Sizing map:
(12 px per um)
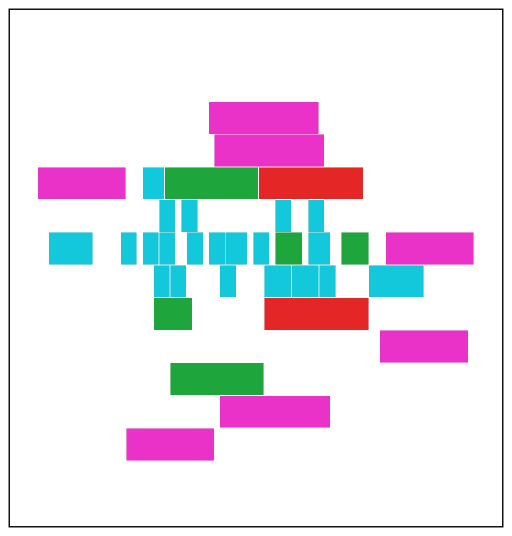
M2 wires:
(6 px per um) Cells faint in the background.
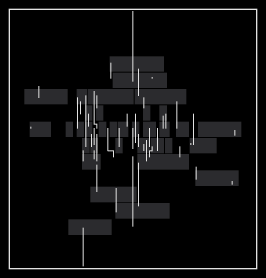
<file path="src/rtl/eggtimer_ctrl_prog_digit.sv">
// One programmable BCD digit: +1 per inc strobe, wraps MAX -> 0; value updates
// one cycle after inc, no backpressure.
module prog_digit #(
  parameter logic [3:0] MAX = 4'd9
) (
  input  logic       clk,
  input  logic       reset,
  input  logic       inc,
  output logic [3:0] value
);

  always_ff @(posedge clk) begin
    if (reset) begin
      value <= 4'd0;
    end else if (inc) begin
      value <= (value == MAX) ? 4'd0 : value + 4'd1;
    end
  end

endmodule

</file>
<file path="config.mk">
export PLATFORM = sky130hd
export DESIGN_NAME = prog_digit
export DESIGN_NICKNAME = d
export VERILOG_FILES = /design/src/rtl/eggtimer_ctrl_prog_digit.sv
export SDC_FILE = /design/constraint.sdc
export NUM_CORES = 1
export LEC_CHECK = 0
export ABC_AREA = 1
export CORE_AREA = 2 2 39 41
export CTS_BUF_LIST = sky130_fd_sc_hd__clkbuf_16
export CTS_CLUSTER_SIZE = 16
export DETAILED_ROUTE_END_ITERATION = 8
export DIE_AREA = 0 0 41 43
export PLACE_DENSITY = 0.43
export SETUP_SLACK_MARGIN = 0.05
export SLEW_MARGIN = 20
export SYNTH_ARGS = -nofsm -noshare
export SYNTH_HDL_FRONTEND = slang
export SYNTH_SLANG_ARGS = --single-unit
</file>
<file path="constraint.sdc">
create_clock -name clk -period 1 [get_ports clk]
set_input_delay 0.15 -clock clk [delete_from_list [all_inputs] [get_ports clk]]
set_output_delay 0.15 -clock clk [all_outputs]
set_load 0.05 [all_outputs]
</file>
==> run notes <==
Implementation progress

The synthesized area stands at 181 um2. TritonCTS built the clock tree. In this run the biggest area consumer among cell types represents 44.1% of the synthesized area. Post-synthesis, Yosys gives the total cell area as 181 um2. The wire length of the first global-routing pass stands at 738 um. Once placement finished, the instance area stood at 312 um2. In this run, distinct cell masters in the synthesized netlist total 11. Sequential elements use 44.1% of the synthesized area. The leakage power stands at 0.000164 uW.

The clock slew seen by the registers of the worst setup and hold paths stands at 0.03 ns. After clock tree synthesis, the flow added hold-fix buffers numbering 0. The post-route worst hold slack stands at 0.267 ns. A synthesized cell averages 6.98 um2. For this run, the number of Yosys warnings is 0. The via count of the first global-routing pass stands at 201. The number of gates resized after CTS was 0. The flow ran to the end, and the final reports show no timing, DRC or antenna violations.

Overall power consumption after layout is estimated at 875 uW. The worst setup skew after layout stands at 0.00108 ns. Of the cells placed in the final design, the portion with a size suffix greater than 1 is 40.0%. The final hold violation count recorded for this run is 0.

The sum of buffers and inverters on the critical path stands at 1. By area the synthesized netlist is led by sky130_fd_sc_hd__dfxtp_1, sky130_fd_sc_hd__nand2_1, sky130_fd_sc_hd__inv_1. The number of cell instances after yosys synthesis stands at 26. The report counts max-capacitance violations totalling 0. The worst setup path is captured at an output pin. Entering global routing, the biggest net connects 6 pins.

In this design, the stage delay of the slowest critical-path cell is 0.37 ns. The number of setup buffers added after CTS stands at 0. The slowest stage of the critical path belongs to the cell sky130_fd_sc_hd__dfxtp_2. The worst setup path is launched from a register. The aggregate global routing overflow stands at 0. The register with the most flip-flops in the layout has 4 of them. Per the summary, power density relative to cell area is 2250 nW/um2.

At the pin with the least slew margin, the transition time is 0.166 ns. Yosys reported a register bit count of 4. The average vias per placed instance stands at 3.78. The synthesized instance count stands at 26. The total CTS buffers stands at 3. The count of placed standard cells including taps stands at 48. The largest registers in the layout are value x4. The clock latency reported for the late side of the worst-skew pair stands at 0.22 ns. The global-route usage over all layers stands at 6.62%. The data arrival at the endpoint of the critical path stands at 0.74 ns.

Leaving out fill and tap cells, the most frequent cells in the layout are sky130_fd_sc_hd__nand2_1, sky130_fd_sc_hd__inv_1, sky130_fd_sc_hd__buf_12, sky130_fd_sc_hd__nor2_1, sky130_fd_sc_hd__clkbuf_16. As logged by OpenROAD, the buffers inserted on ports number 6. Counting only logic cells after layout, the most numerous master is sky130_fd_sc_hd__nand2_1.

When the netlist entered floorplanning its net count stood at 29. Across all stage logs, warnings added up to 26. The sequential cells in the finished layout cover a total of 90.1 um2. The final weighted congestion in routability-driven placement stands at 0.765.

7 I/O pins were placed. The final core utilization stands at 28.1%. The part of the cycle the worst path needs stands at 89.4%. The floorplan step set the die height to 43 um.

The worst setup path is of the reg -> out kind. In the final layout, the multi-input gates occupy 82.6 um2.
-- 'sizing map' (at the start) --
cyan -> x1 and smaller  # cells 21, share 60%
magenta -> x6 and larger  # cells 7, share 20%
red -> x3 and x4  # cells 2, share 5.7%
green -> x2  # cells 5, share 14%

-- 'M2 wires' (at the start) --
main direction = vertical
longest straight run = 11.6 um

kinds of logic (layout without fill, tap and decap cells):
family	Yosys count	in the layout	synth area share, %
compound gates	3	3	11.0
flops	4	4	44.1
simple gates	14	14	34.5
buf+inv	5	14	10.3
per-stage QoR:
| step | setup TNS (ns) | setup slack (ns) |
|---|---|---|
| after floorplan | 0 | 0.0852 |
| after global placement | -0.337 | -0.168 |
| after detailed placement | -0.332 | -0.172 |
| after CTS | 0 | 0.0525 |
| after global routing | 0 | 0.0537 |
| final | 0 | 0.106 |
worst paths after layout:
kind / start / endpoint / slack [ns] / depth (start not counted)
max: value[2] / value[2] / 0.11 / 1
min: inc / value[0] / 0.27 / 3
max reg2reg: value[1] / value[3] / 0.13 / 4
min reg2reg: value[0] / value[0] / 0.52 / 2
area by class of cell:
cell class | instances | share of cell area, %
clock buffers | 3 | 19.3
inverters | 5 | 4.82
multi-input cells | 17 | 21.2
flip-flops and latches | 4 | 23.2
well taps | 16 | 5.14
repair buffers | 6 | 26.4
Yosys cell counts (all sizes together):
cell   n
o21ai  1
a21oi  1
dfxtp  4
nor2   4
o22ai  1
inv    5
nand4  1
nand3  2
nand2  7
metal layers:
| metal | track usage (%) | vias up | share of wire (%) |
|---|---|---|---|
| li1 | - | 100 | - |
| met1 | 8.97 | 83 | 48 |
| met2 | 7.19 | 8 | 38 |
| met3 | 1.57 | 2 | 8.8 |
| met4 | 8.00 | 0 | 4.6 |
| met5 | 0 | - | 0 |
power by group:
part,switching [uW],internal [uW]
registers,10.6,167
logic,41.4,39.0
clock network,107,510
total,159,716
Power and IR drop assume default switching activity.
